### config.mk
export PLATFORM = sky130hd
export DESIGN_NAME = clock_divider_programmable
export DESIGN_NICKNAME = d
export VERILOG_FILES = /design/src/rtl/clock_divider_programmable.sv
export SDC_FILE = /design/constraint.sdc
export NUM_CORES = 1
export LEC_CHECK = 0
export ABC_AREA = 0
export ABC_CLOCK_PERIOD_IN_PS = 5400
export CORE_MARGIN = 2
export CORE_UTILIZATION = 57
export DETAILED_ROUTE_END_ITERATION = 8
export PLACE_DENSITY = 0.8
export SYNTH_ARGS = -nofsm -noshare
export SYNTH_HDL_FRONTEND = slang
export SYNTH_SLANG_ARGS = --single-unit
### constraint.sdc
create_clock -name clk -period 5.4 [get_ports clk]
set_clock_uncertainty 0.2 [all_clocks]
set_input_delay 0.54 -clock clk [delete_from_list [all_inputs] [get_ports clk]]
set_output_delay 0.54 -clock clk [all_outputs]
set_load 0.02 [all_outputs]
### src/rtl/clock_divider_programmable.sv
// Runtime-programmable integer clock divider with a registered divided clock and tick strobe.
// New divisors are handed over through a load handshake and take effect only at a period boundary.
module clock_divider_programmable #(
    parameter int unsigned DIV_W       = 8,
    parameter int unsigned DEFAULT_DIV = 4
) (
    input  logic             clk,
    input  logic             reset_n,
    input  logic             enable,
    input  logic [DIV_W-1:0] div_in,
    input  logic             div_load,
    output logic             div_busy,
    output logic             div_err,
    output logic [DIV_W-1:0] div_active,
    output logic             clk_out,
    output logic             tick
);

    typedef enum logic [1:0] {
        IDLE   = 2'd0,
        RUN    = 2'd1,
        SWITCH = 2'd2
    } state_e;

    state_e           state_q, state_d;
    logic [DIV_W-1:0] cnt_q, cnt_d;
    logic [DIV_W-1:0] div_active_q, div_active_d;
    logic [DIV_W-1:0] pending_q, pending_d;
    logic             busy_q, busy_d;
    logic             done_q, done_d;
    logic             err_q, err_d;
    logic             clk_out_q, clk_out_d;
    logic             tick_q, tick_d;

    logic             load_ok;
    logic             wrap;
    logic [DIV_W:0]   half;

    // Register bank; reset overrides every other input.
    always_ff @(posedge clk) begin
        if (!reset_n) begin
            state_q      <= IDLE;
            cnt_q        <= '0;
            div_active_q <= DIV_W'(DEFAULT_DIV);
            pending_q    <= '0;
            busy_q       <= 1'b0;
            done_q       <= 1'b0;
            err_q        <= 1'b0;
            clk_out_q    <= 1'b0;
            tick_q       <= 1'b0;
        end else begin
            state_q      <= state_d;
            cnt_q        <= cnt_d;
            div_active_q <= div_active_d;
            pending_q    <= pending_d;
            busy_q       <= busy_d;
            done_q       <= done_d;
            err_q        <= err_d;
            clk_out_q    <= clk_out_d;
            tick_q       <= tick_d;
        end
    end

    // Next-state, handshake and output decode.
    always_comb begin
        state_d      = state_q;
        cnt_d        = cnt_q;
        div_active_d = div_active_q;
        pending_d    = pending_q;
        busy_d       = busy_q;
        done_d       = 1'b0;
        load_ok      = div_load && !busy_q && (div_in >= DIV_W'(2));
        err_d        = div_load && !busy_q && (div_in < DIV_W'(2));
        wrap         = (cnt_q == (div_active_q - DIV_W'(1)));

        // A divisor loaded while idle was applied immediately; busy drops after one cycle.
        if (done_q) begin
            busy_d = 1'b0;
        end

        case (state_q)
            IDLE: begin
                cnt_d = '0;
                if (load_ok) begin
                    div_active_d = div_in;
                    busy_d       = 1'b1;
                    done_d       = 1'b1;
                end
                if (enable) begin
                    state_d = RUN;
                    if (busy_q && !done_q) begin
                        div_active_d = pending_q;
                        busy_d       = 1'b0;
                    end
                end
            end
            RUN: begin
                if (load_ok) begin
                    pending_d = div_in;
                    busy_d    = 1'b1;
                end
                if (!enable) begin
                    state_d = IDLE;
                    cnt_d   = '0;
                end else begin
                    cnt_d = wrap ? '0 : cnt_q + DIV_W'(1);
                    if (load_ok) begin
                        state_d = SWITCH;
                    end
                end
            end
            SWITCH: begin
                if (!enable) begin
                    state_d = IDLE;
                    cnt_d   = '0;
                end else if (wrap) begin
                    state_d      = RUN;
                    cnt_d        = '0;
                    div_active_d = pending_q;
                    busy_d       = 1'b0;
                end else begin
                    cnt_d = cnt_q + DIV_W'(1);
                end
            end
            default: begin
                state_d = IDLE;
                cnt_d   = '0;
            end
        endcase

        // ceil(N/2) in one extra bit so N = 2^DIV_W-1 cannot overflow.
        half      = ({1'b0, div_active_d} + (DIV_W+1)'(1)) >> 1;
        clk_out_d = (state_d != IDLE) && ({1'b0, cnt_d} < half);
        tick_d    = (state_d != IDLE) && (cnt_d == '0);
    end

    assign div_busy   = busy_q;
    assign div_err    = err_q;
    assign div_active = div_active_q;
    assign clk_out    = clk_out_q;
    assign tick       = tick_q;

endmodule

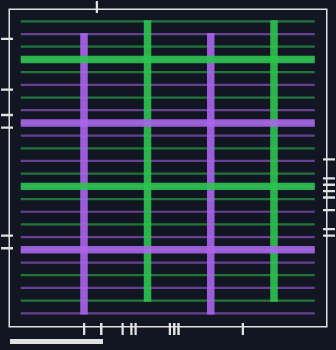
Run 1: power grid
Bar = 20 um. Pins as bars on the die edge.
legend:
  green:
    net: VDD
  purple:
    net: VSS
signal pins: 24
rows: 23
met4 straps: 4
met1 rails: 24
Core ar.: 0.003943 sq mm
maximum vdd drop: 0.2294 mV
Die Y: 67.71 um
chip width: 67.71 um

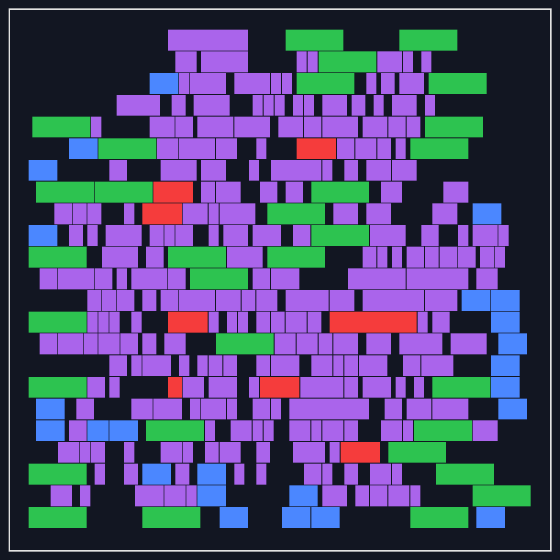
Run 1: placement by cell class
legend:
  purple:
    class: remaining logic cells
    cells: 231
    share_of_their_area: 63%
  blue:
    class: remaining buffers and delay cells
    cells: 24
    share_of_their_area: 9.1%
  green:
    class: registers
    cells: 31
    share_of_their_area: 24%
  red:
    class: clock drivers and dummy loads
    cells: 8
    share_of_their_area: 4.5%

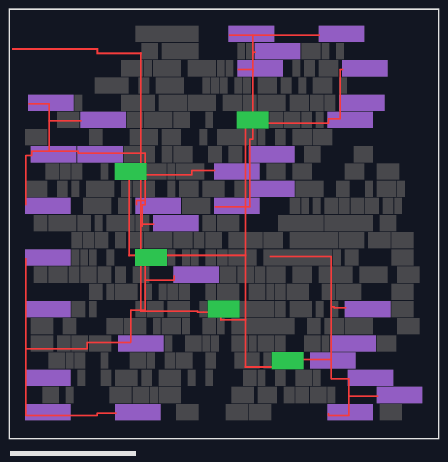
Run 1: clock wires, drivers and flops
Bar = 20 um.
legend:
  purple:
    item: flip-flops
    count: 31
  red:
    item: clock wires
    length: 441 um
  green:
    item: clock-net drivers
    count: 5
routed clock nets: 6

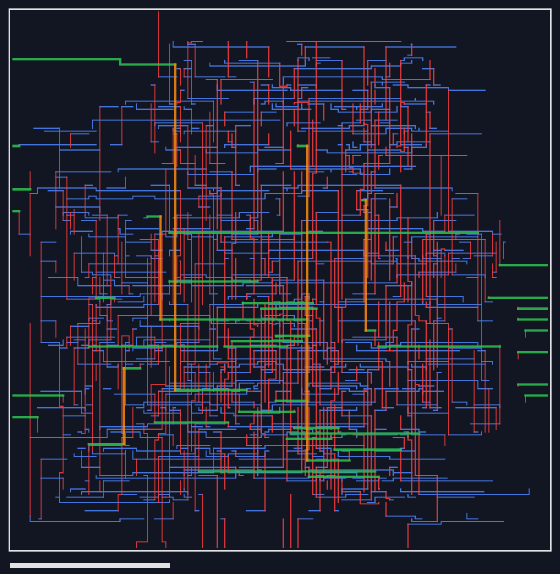
Run 1: routed metal, one color a layer
Bar = 20 um.
legend:
  blue:
    layer: M1
    wire_length: 2510 um
  red:
    layer: M2
    wire_length: 2490 um
  orange:
    layer: M4
    wire_length: 119 um
  green:
    layer: M3
    wire_length: 316 um

==> CHANGELOG.md, run 1 <==
## Flow update

* Seq. cell area at around 620 sq um
* Routed length on met1 at about 2500 um
* Ys Warns at 0
* Routability congestion estimate at about 0.86
* Post-route antenna net violation count at 0
* DRC errors left at 0
* Num CTS Buffers at 5
* Final hold violation count at 0
* Wirelength per Cell at around 16 um
* Clock buf/inv share at 0.04399
* Logic area at between 0.0015 and 0.002 sq mm
* Worst setup SP type: flop
* Final Non-Filler Cells at 344
* Synth Area per Inst at approximately 8.4 sq um
* Most frequent cell after synthesis: nor2_1
* Outcome: complete, no violations
* Switching Fraction at 0.3193
* Post-synthesis async set-or-reset flop share at 0
* Max Slew Vio Count at 0
* Vias at between 2000 and 2500
* Register share of the cell area at 0.2321
* Flip-flops with a built-in enable at 0
* Worst path required time at roughly 5.4 ns
* Cell Type Count at between 50 and 60
* Clk. pwr at about 0.24 mW
* Top FF cell, synth: dfxtp_1
* Worst Path Buf+Inv at 1
* Mapped cell area at around 0.0023 sq mm
* Clock buffer count at 6
* Seq share, synth at 0.2683
* GR Overflow Total at 0
* Layout cells sized above 1 at 0.09524
* Inverter count at 10
* Hold path cells at 2
* Worst setup margin at about 0.76 ns
--- run 2 (diff from run 1) ---
--- a/config.mk
+++ b/config.mk
@@ -5,7 +5,6 @@
 export SDC_FILE = /design/constraint.sdc
 export NUM_CORES = 1
 export LEC_CHECK = 0
-export ABC_AREA = 0
 export ABC_CLOCK_PERIOD_IN_PS = 5400
 export CORE_MARGIN = 2
 export CORE_UTILIZATION = 57
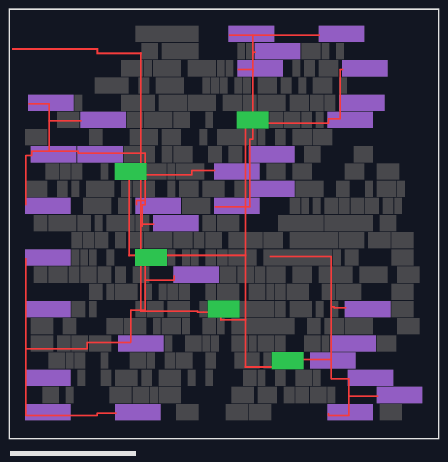
Run 2: clock wires, drivers and flops
Bar = 20 um.
legend:
  red:
    item: clock wires
    length: 441 um
  green:
    item: clock-net drivers
    count: 5
  purple:
    item: flip-flops
    count: 31
flops lie: widely spread
routed clock nets: 6

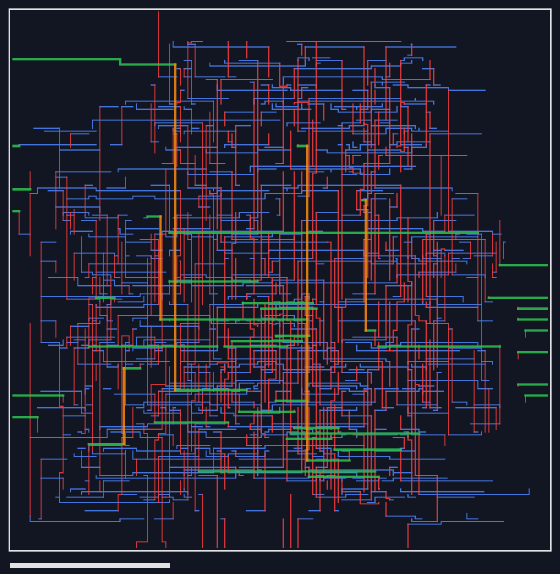
Run 2: routed metal, one color a layer
Bar = 20 um.
legend:
  orange:
    layer: M4
    wire_length: 119 um
  blue:
    layer: M1
    wire_length: 2510 um
  red:
    layer: M2
    wire_length: 2490 um
  green:
    layer: M3
    wire_length: 316 um
gr usage total: 0.2600
Wirelength per Cell: 15.80 um

==> run 2 against run 1 <==
Net effect: worst setup slack unchanged; sequential power about the same; wire length unchanged; clock-buffer cell count unchanged; final cell count unchanged.
==> CHANGELOG.md, run 2 <==
## Flow update

* Hold path cells at 2 (unchanged)
* GR Overflow Total at 0 (unchanged)
* Inverter count at 10 (unchanged)
* Cell Type Count at 59 (unchanged)
* Core ar. at 0.003943 sq mm (unchanged)
* Maximum vdd drop at 0.2294 mV (unchanged)
* Seq. cell area at 620.6 sq um (unchanged)
* Switching Fraction at 0.3193 (unchanged)
* Clk. pwr at 0.238 mW (about the same)
* Routability congestion estimate at 0.8589 (unchanged)
* Die Y at 67.71 um (unchanged)
* Mapped cell area at 0.002313 sq mm (unchanged)
* Clock buf/inv share at 0.04399 (unchanged)
* Post-synthesis async set-or-reset flop share at 0 (unchanged)
* Worst Path Buf+Inv at 1 (unchanged)
* Num CTS Buffers at 5 (unchanged)
* Worst path required time at 5.39 ns (about the same)
* Final Non-Filler Cells at 344 (unchanged)
* Vias at 2071 (unchanged)
* Logic area at 0.001598 sq mm (unchanged)
* Flip-flops with a built-in enable at 0 (unchanged)
* Outcome: complete, no violations
* Clock buffer count at 6 (unchanged)
* Ys Warns at 0 (unchanged)
* Synth Area per Inst at 8.413 sq um (unchanged)
* Worst setup SP type: flop
* Seq share, synth at 0.2683 (unchanged)
* Post-route antenna net violation count at 0 (unchanged)
* Chip width at 67.71 um (unchanged)
* Routed length on met1 at 2507 um (unchanged)
* Max Slew Vio Count at 0 (unchanged)
* Most frequent cell after synthesis: nor2_1
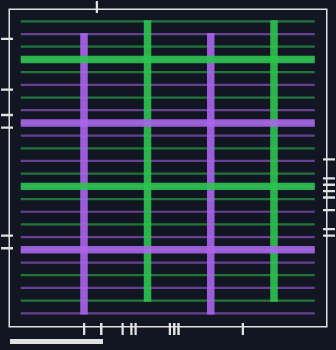
Run 2: power grid
Bar = 20 um. Pins as bars on the die edge.
legend:
  green:
    net: VDD
  purple:
    net: VSS
met5 straps: 4
rows: 23
met4 straps: 4
met1 rails: 24
signal pins: 24

Power and IR drop assume default switching activity.
